File: src/rtl/serial_subtractor.sv
// serial_subtractor: bit-serial WIDTH-bit subtractor, diff = a - b, LSB first.
// One full-subtractor cell is reused across WIDTH cycles with a registered
// borrow between bits. A start/done handshake wraps the operation.
// Optional feature macro: SUB_OVF_EN adds a signed-overflow output `ovf`.
//
// Handshake: `start` is sampled only in IDLE; the edge that samples it is the
// accept edge. `busy` is high from the accept edge until `done` rises.
// `done` is a one-cycle pulse marking `diff`/`borrow` (and `ovf`) valid.
// `start` seen while busy or done is dropped, not queued.
module serial_subtractor #(
  parameter int WIDTH = 8
) (
  input  logic             clk,
  input  logic             rst,
  input  logic             start,
  input  logic [WIDTH-1:0] a,
  input  logic [WIDTH-1:0] b,
  output logic             busy,
  output logic             done,
  output logic [WIDTH-1:0] diff,
  output logic             borrow,
`ifdef SUB_OVF_EN
  output logic             ovf,
`endif
  output logic [1:0]       dbg_state
);

  localparam int CNT_W = (WIDTH > 1) ? $clog2(WIDTH) : 1;

  typedef enum logic [1:0] {
    S_IDLE  = 2'd0,
    S_SHIFT = 2'd1,
    S_DONE  = 2'd2
  } state_t;

  state_t            r_state;
  state_t            w_next;
  logic [WIDTH-1:0]  r_a;
  logic [WIDTH-1:0]  r_b;
  logic [WIDTH-1:0]  r_res;
  logic              r_bin;
  logic [CNT_W-1:0]  r_cnt;
  logic [WIDTH-1:0]  r_diff;
  logic              r_borrow;
  logic              w_last;
  logic              w_ai;
  logic              w_bi;
  logic              w_d;
  logic              w_bout;
`ifdef SUB_OVF_EN
  logic              r_a_msb;
  logic              r_b_msb;
  logic              r_ovf;
`endif

  // One-bit full-subtractor cell fed by the operand LSBs and the borrow flop
  assign w_ai   = r_a[0];
  assign w_bi   = r_b[0];
  assign w_d    = w_ai ^ w_bi ^ r_bin;
  assign w_bout = (~w_ai & w_bi) | (~(w_ai ^ w_bi) & r_bin);
  assign w_last = (r_cnt == CNT_W'(WIDTH - 1));

  // Outputs come straight from state/result registers
  assign busy      = (r_state == S_SHIFT);
  assign done      = (r_state == S_DONE);
  assign diff      = r_diff;
  assign borrow    = r_borrow;
  assign dbg_state = r_state;
`ifdef SUB_OVF_EN
  assign ovf       = r_ovf;
`endif

  // State register
  always_ff @(posedge clk or posedge rst) begin
    if (rst) r_state <= S_IDLE;
    else     r_state <= w_next;
  end

  // Next-state logic: accept, run WIDTH bit cycles, one done cycle
  always_comb begin
    w_next = r_state;
    unique case (r_state)
      S_IDLE:  if (start)  w_next = S_SHIFT;
      S_SHIFT: if (w_last) w_next = S_DONE;
      S_DONE:              w_next = S_IDLE;
      default:             w_next = S_IDLE;
    endcase
  end

  // Datapath: capture on accept, shift one bit per SHIFT cycle, publish on last bit
  always_ff @(posedge clk or posedge rst) begin
    if (rst) begin
      r_a      <= '0;
      r_b      <= '0;
      r_res    <= '0;
      r_bin    <= 1'b0;
      r_cnt    <= '0;
      r_diff   <= '0;
      r_borrow <= 1'b0;
`ifdef SUB_OVF_EN
      r_a_msb  <= 1'b0;
      r_b_msb  <= 1'b0;
      r_ovf    <= 1'b0;
`endif
    end else begin
      unique case (r_state)
        S_IDLE: begin
          if (start) begin
            r_a     <= a;
            r_b     <= b;
            r_res   <= '0;
            r_bin   <= 1'b0;
            r_cnt   <= '0;
`ifdef SUB_OVF_EN
            r_a_msb <= a[WIDTH-1];
            r_b_msb <= b[WIDTH-1];
`endif
          end
        end
        S_SHIFT: begin
          r_res <= {w_d, r_res[WIDTH-1:1]};
          r_a   <= r_a >> 1;
          r_b   <= r_b >> 1;
          r_bin <= w_bout;
          r_cnt <= r_cnt + 1'b1;
          if (w_last) begin
            // The bit computed this cycle is the result MSB
            r_diff   <= {w_d, r_res[WIDTH-1:1]};
            r_borrow <= w_bout;
`ifdef SUB_OVF_EN
            r_ovf    <= (r_a_msb != r_b_msb) && (w_d != r_a_msb);
`endif
          end
        end
        default: ;
      endcase
    end
  end

endmodule
File: config.mk
export PLATFORM = sky130hd
export DESIGN_NAME = serial_subtractor
export DESIGN_NICKNAME = d
export VERILOG_FILES = /design/src/rtl/serial_subtractor.sv
export SDC_FILE = /design/constraint.sdc
export NUM_CORES = 1
export LEC_CHECK = 0
export ABC_AREA = 1
export CORE_MARGIN = 2
export CORE_UTILIZATION = 47
export CTS_CLUSTER_SIZE = 14
export DETAILED_ROUTE_END_ITERATION = 12
export PLACE_DENSITY = 0.75
export SETUP_SLACK_MARGIN = 0.05
export SLEW_MARGIN = 0
export SYNTH_ARGS = -nofsm -noshare
export SYNTH_HDL_FRONTEND = slang
export SYNTH_SLANG_ARGS = --single-unit
File: constraint.sdc
create_clock -name clk -period 1.1 [get_ports clk]
set_input_delay 0.22 -clock clk [delete_from_list [all_inputs] [get_ports clk]]
set_output_delay 0.22 -clock clk [all_outputs]
set_load 0.01 [all_outputs]
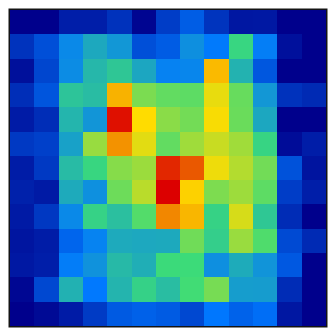
Fig. 1. Routed metal per tile (run 1).
13 x 13 tiles, from dark blue (low) to red (high), scaled to the fullest tile. Values are wire area over tile area, all layers added.
The fullest tile reaches 0.64. The emptiest ninth of the die: bottom left. 25% of the tiles are over half the peak. The mean over all tiles is 0.21. 9.5% of the tiles are nearly empty. The densest ninth of the die: middle.

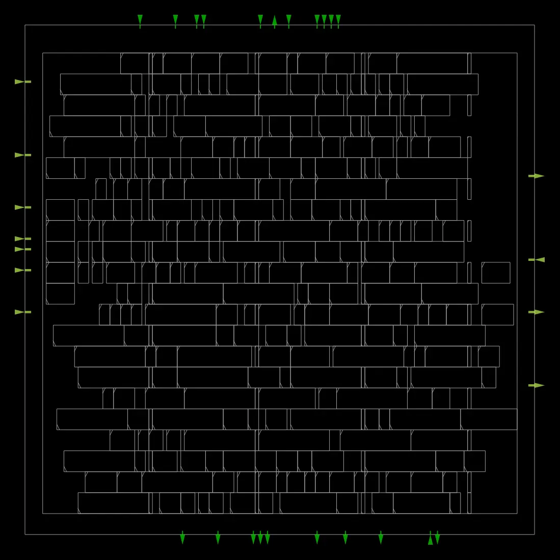
Fig. 2. Placed standard cells (run 1).
Final Non-Filler Cells: 335
cell row count: 22

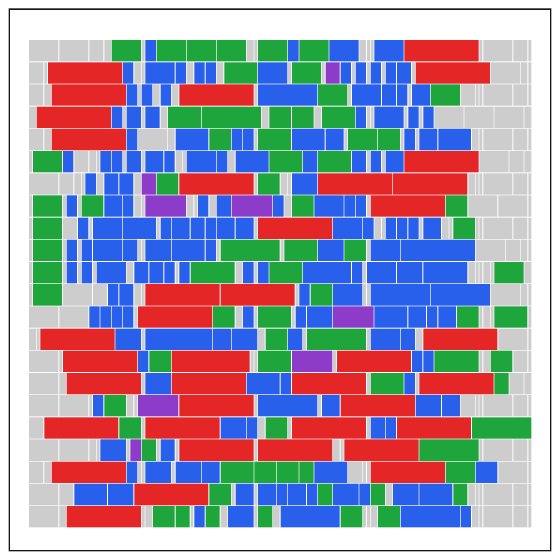
Fig. 3. Cell classes on the final placement (run 1).
Fill, decap, tap and diode cells in grey.
Key: sequential cells = red [cells 38]; remaining buffers and delay cells = green [cells 73]; remaining logic cells = blue [cells 168]; clock drivers and dummy loads = purple [cells 8]

==> changes_impl.md, run 1 <==
## Implementation

- Status: finished with violations
- Violated checks: negative setup slack
- Crit path launch: dbg_state[0]
- VDD IR max: 1.747 mV
- FF-to-FF path depth: 6
- Layout cells sized above 1: 0.4843
- Max Cap Violations: 0
- Antenna cells: 0
- Die width: 66.20 um
- Root buffer cell: clkbuf_8
- Synthesized flop and latch total: 38
- Highest layer used for signal routing: met4
- DRT iter0 DRCs: 130
- Top cells by area: dfrtp_1 52%, nand2_1 13%, nand3_1 8.3%
- Critical path launch point type: flip-flop
- Area growth, synth to finish: 60.98%
- Clock Path Buffers: 2
- RSZ-0062 raised after global routing: yes
- Period utilization: 1.194
- Crit end category: output port
- Synth area leader: dfrtp_1
- Yosys Chip Area: 1818 um2
- Worst Slack Setup Final: -0.2129 ns
- Synth unique cells: 22
- Full die area: 4382 um2
- Global Route met1 Usage: 0.3184
- Routability cong.: 0.7576
- Crit Reg-Reg Endpoint: r_res[3]
- FP Core Util: 0.4929
- Crit path DRT: 0.88 ns
- Fill count: 221
- Ys Warns: 0
- Class of the tightest hold or removal check: in -> async
- Met3 routed wirelength: 291 um
- Met2 wire length: 2937 um
- Reg area: 952.2 um2
- Global Route Usage Sum: 0.2672
- Final #Nets: 308
- Drt drc: 0
- Placed Cells: 309
- Final setup fails: 42
- M1 WL: 2101 um
- Final WL: 5576 um
- CORE AREA: 3689 um2
- Vias per cell: 5.167
- GRT met3 Usage: 0.06133
- Most instantiated logic cells after routing: 39 x nand2_1, 37 x dfrtp_1, 32 x inv_1, 26 x buf_4
- Slew Limit Fails: 0
- CTS tree: yes
- Crit Path Max Fanout: 3
- Slew headroom: 0.8259
- Syn Std Cell Area: 1818 um2
- Min Tclk post-route: 1.313 ns
- First drt pass iteration count: 4
- Total power: 8.286 mW
- Mapped Avg Cell Area: 8.535 um2
- CP Class: reg -> out
- CP arrival: 1.09 ns
- DP Area: 2415 um2
- Static leakage power: 1.473 nW
- Layout Cell Area excl Fill: 2927 um2
- Clock slew at reported path FFs: 0.08 ns
- DR vias: 1,731
- Clk_lat worst skew: 0.29 ns
- Number of H-tree levels: 2
- PortBufs: 31
- Final Util: 0.7934
-- run 1: kinds of logic (layout without fill, tap and decap cells) --
group / Yosys count / in the layout / synth area share
compound gates: 20 / 20 / 0.07157
fa+ha+maj: 3 / 3 / 0.02477
buf+inv: 48 / 120 / 0.1259
flops: 38 / 38 / 0.5231
simple gates: 104 / 106 / 0.2546
-- run 1: Yosys cell counts --
cell type and instances:
nand3_1 30, nor2_4 1, inv_4 1, nor2_1 4, clkbuf_1 1, buf_8 1
inv_2 2, o21ai_1 7, nand2_1 64, buf_6 3, buf_2 1, nand2_2 1
dfrtp_1 38, inv_1 36, ha_1 2, o21ai_2 8, buf_4 3, or2_2 1
a21oi_1 2, fa_1 1, o21ai_0 3, nand2_4 3
-- run 1: report_power, final --
group          switching, mW  internal [mW]  total, mW
clock network          0.498          0.440      0.937
logic                   2.60           2.29       4.89
registers              0.431           2.03       2.46
total                   3.53           4.75       8.29
-- run 1: sequential cells by signal, summed over array words and instances (netlist names) --
register,flops
diff,8
r_a,8
r_b,8
r_res,7
r_cnt,3
dbg_state,2
borrow,1
r_bin,1
-- run 1: worst max-delay path: stages (launching register included) --
cell     delay [ns]
dfrtp_1        0.38
buf_6          0.12
inv_4          0.04
nor2_4         0.14
buf_6          0.12
-- run 1: area by class of cell --
cell class / count / area share
clock buffer: 6 / 0.02480
clock inverter: 2 / 0.003420
inverter: 39 / 0.05814
multi-input combinational: 129 / 0.3296
sequential: 38 / 0.3254
tap: 48 / 0.02052
timing repair buffer: 73 / 0.2381
-- run 1: what timing repair did --
action	in CTS	in global routing
cloned	2	0
pin swaps	11	6
resized	114	28
hold buffers	0	0
setup endpoints to repair	51	49
hold endpoints to repair	0	0
setup buffers	11	7
Fig. 4: run 1, floorplan with the power grid
Bar = 20 um. Pins as bars on the die edge. Tap cells in grey.
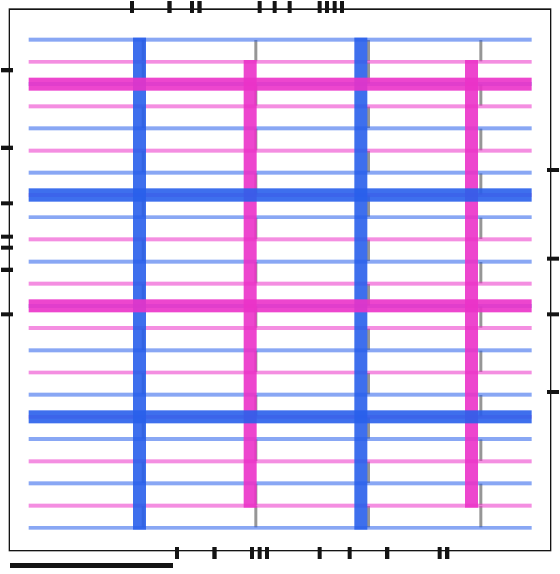

==> inputs of run 2 (changes only) <==
--- a/config.mk
+++ b/config.mk
@@ -7,10 +7,11 @@
 export LEC_CHECK = 0
 export ABC_AREA = 1
 export CORE_MARGIN = 2
-export CORE_UTILIZATION = 47
+export CORE_UTILIZATION = 46
 export CTS_CLUSTER_SIZE = 14
 export DETAILED_ROUTE_END_ITERATION = 12
-export PLACE_DENSITY = 0.75
+export PLACE_DENSITY = 0.74
+export REMOVE_ABC_BUFFERS = 1
 export SETUP_SLACK_MARGIN = 0.05
 export SLEW_MARGIN = 0
 export SYNTH_ARGS = -nofsm -noshare
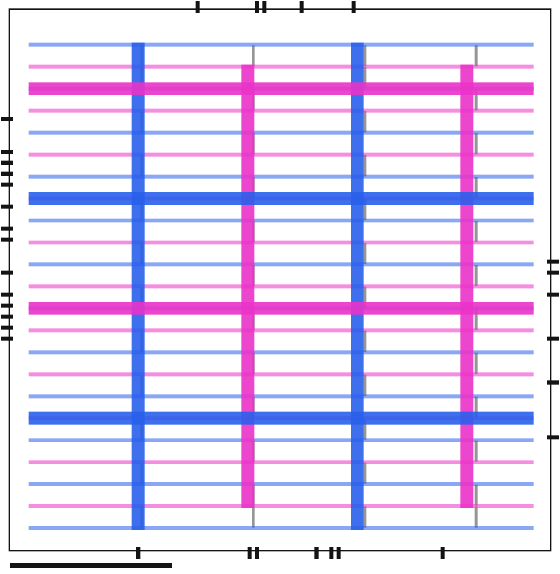
Fig. 5. Floorplan with the power grid (run 2).
Bar = 20 um. Pins as bars on the die edge. Tap cells in grey.
Key: VSS = blue; VDD = magenta
4 straps on met4. The core has 22 rows. 4 straps on met5. 32 signal pins sit on the boundary.

==> run 2 against run 1 <==
Compared with the run above: the run still ends with negative setup slack left; setup slack better by 0.043 ns; via count fell by 10%; utilization down 9.7 points; first-iteration DRC count is 38% lower; wire length is 27% lower; largest power group unchanged; area after synthesis unchanged; count of clock-buffer cells in the layout is 1 higher; global-route usage down 6.4 points; fmax is 3.4% higher; sequential power fell by 3%; critical path depth down 1.
==> changes_impl.md, run 2 <==
## Implementation

- Status: finished with violations
- Violated checks: negative setup slack
- CP arrival: 1.05 ns (-0.04 ns)
- Die width: 66.87 um (+1.0%)
- Most instantiated logic cells after routing: 59 x nand2_1, 37 x dfrtp_1, 33 x inv_1, 21 x nand3_1, 19 x buf_4
- Clock Path Buffers: 2 (unchanged)
- VDD IR max: 1.431 mV (-18%)
- Cell row count: 22 (unchanged)
- Antenna cells: 0 (unchanged)
- Ys Warns: 0 (unchanged)
- CP peak stage delay: 0.41 ns (+0.03 ns)
- FA/HA/MAJ Cells, Area Fraction: 0.02478 (unchanged)
- Post-synth EDFFs: 0 (unchanged)
- Max Cap Violations: 0 (unchanged)
- Total power: 7.052 mW (-15%)
- Routability cong.: 0.7381 (-2.6%)
- Slowest CP cell: dfrtp_1
- Layout cells sized above 1: 0.3431 (-0.1413)
- Synth area leader: dfrtp_1
- Most frequent cell after synthesis: nand2_1
- Final WL: 4098 um (-27%)
- Mapped Avg Cell Area: 8.535 um2 (unchanged)
- Ys async rst share: 1.000 (unchanged)
- Synthesized flop and latch total: 38 (unchanged)
- Clk_lat worst skew: 0.29 ns (about the same)
- Crit path cell chain: buf_4 -> nor2_4 -> buf_6
- Global Route Usage Sum: 0.2036 (-0.06362)
- Yosys aoi share: 0.07158 (unchanged)
- First drt pass iteration count: 4 (unchanged)
- DRT iter0 DRCs: 81 (-38%)
- Min Tclk post-route: 1.270 ns (-0.04322 ns)
- CP Class: reg -> out
- DR vias: 1,558 (-10%)
- Seq cells: 38 (unchanged)
- Top cells by area: dfrtp_1 52%, nand2_1 13%, nand3_1 8.3%
- Worst Slack Setup Final: -0.1697 ns (+0.04322 ns)
- FP Core Util: 0.4856 (-0.007248)
- Slew Limit Fails: 0 (unchanged)
- Largest cell class by area: sequential cells
- CORE AREA: 3744 um2 (+1.5%)
- Combinational share of cell area: 0.2932 (-0.03644)
- FF-to-FF path depth: 7 (+1)
- Crit Path Max Fanout: 3 (unchanged)
- PortBufs: 31 (unchanged)
- CTS tree: yes
- Inverters: 39 (unchanged)
- Buffers, non-clock: 62 (-15%)
- Root buffer cell: clkbuf_8
- Crit path DRT: 0.88 ns (about the same)
- Final #Nets: 295 (-4.2%)
- Non-clock buffers, area share: 0.2246 (-0.01357)
- RSZ-0062 raised after global routing: yes
- Crit path launch: dbg_state[1]
- Crit Reg-Reg Endpoint: diff[3]
- Final setup fails: 41 (-2.4%)
- Clock slew at reported path FFs: 0.08 ns (about the same)
- Clock-cell share: 0.03503 (+0.006812)
- Critical path launch point type: flip-flop
- Well-Tap Cells: 48 (unchanged)
- WP depth: 3 (-1)
- Layout Cell Area excl Fill: 2608 um2 (-11%)
- Slew headroom: 0.8408 (+0.01488)
- Area growth, synth to finish: 43.43%
- Synth Area in Simple Gates: 0.2546 (unchanged)
- Period utilization: 1.154 (-0.03929)
- Drt drc: 0 (unchanged)
- Global Route met1 Usage: 0.2790 (-0.03939)
- Flop share of the area: 0.3652 (+0.03981)
- Fill count: 300 (+36%)
- Top FF cell, synth: dfrtp_1
- Xor/xnor share: 0 (unchanged)
==> run 2: cell types whose count changed in the layout (fill, tap and decap cells not counted), moves of 2 or more <==
cell and change:
nand3_2 -7, o21ai_1 +3, nand2_2 -13, nand2_8 -4, o21ai_2 -3, nand2_1 +20
buf_4 -7, buf_12 -2, buf_6 -3, inv_2 +2, nand3_1 +7, nand2_4 -5
==> run 2: metrics by stage <==
stage	hold WS (ns)	std cells
final	0.2711	322
after global routing	0.2916	322
after CTS	0.2828	317
after detailed placement	0.4659	301
after global placement	0.4594	301
after floorplan	0.3466	204
==> run 2: worst min path at each step <==
| stage | from | to | slack (ns) | depth (start not counted) |
|---|---|---|---|---|
| floorplan | a[7] | r_a[7] | 0.35 | 2 |
| global placement | r_cnt[2] | r_cnt[2] | 0.46 | 2 |
| detailed placement | r_b[2] | r_b[2] | 0.47 | 2 |
| CTS | rst | diff[0] | 0.28 | 3 |
| global route | rst | r_res[3] | 0.29 | 3 |
| finish | rst | diff[0] | 0.27 | 3 |
==> run 2: routing by layer <==
| layer | share of wire | vias up | wire length [um] |
|---|---|---|---|
| met2 | 0.51 | 44 | 2093 |
| met3 | 0.049 | 6 | 200 |
| met4 | 0.010 | 0 | 42 |
| li1 | - | 773 | - |
| met5 | 0 | - | 0 |
| met1 | 0.43 | 735 | 1762 |
==> run 2: report_power, final <==
| part | internal, mW | switching (mW) |
|---|---|---|
| clock network | 0.506 | 0.493 |
| logic | 1.79 | 1.89 |
| registers | 2.03 | 0.349 |
==> run 2: what timing repair did <==
action | CTS | global route
setup buffers | 8 | 5
resized | 82 | 24
pin swaps | 4 | 2
hold buffers | 0 | 0
setup endpoints to repair | 51 | 49
Power and IR drop assume default switching activity.
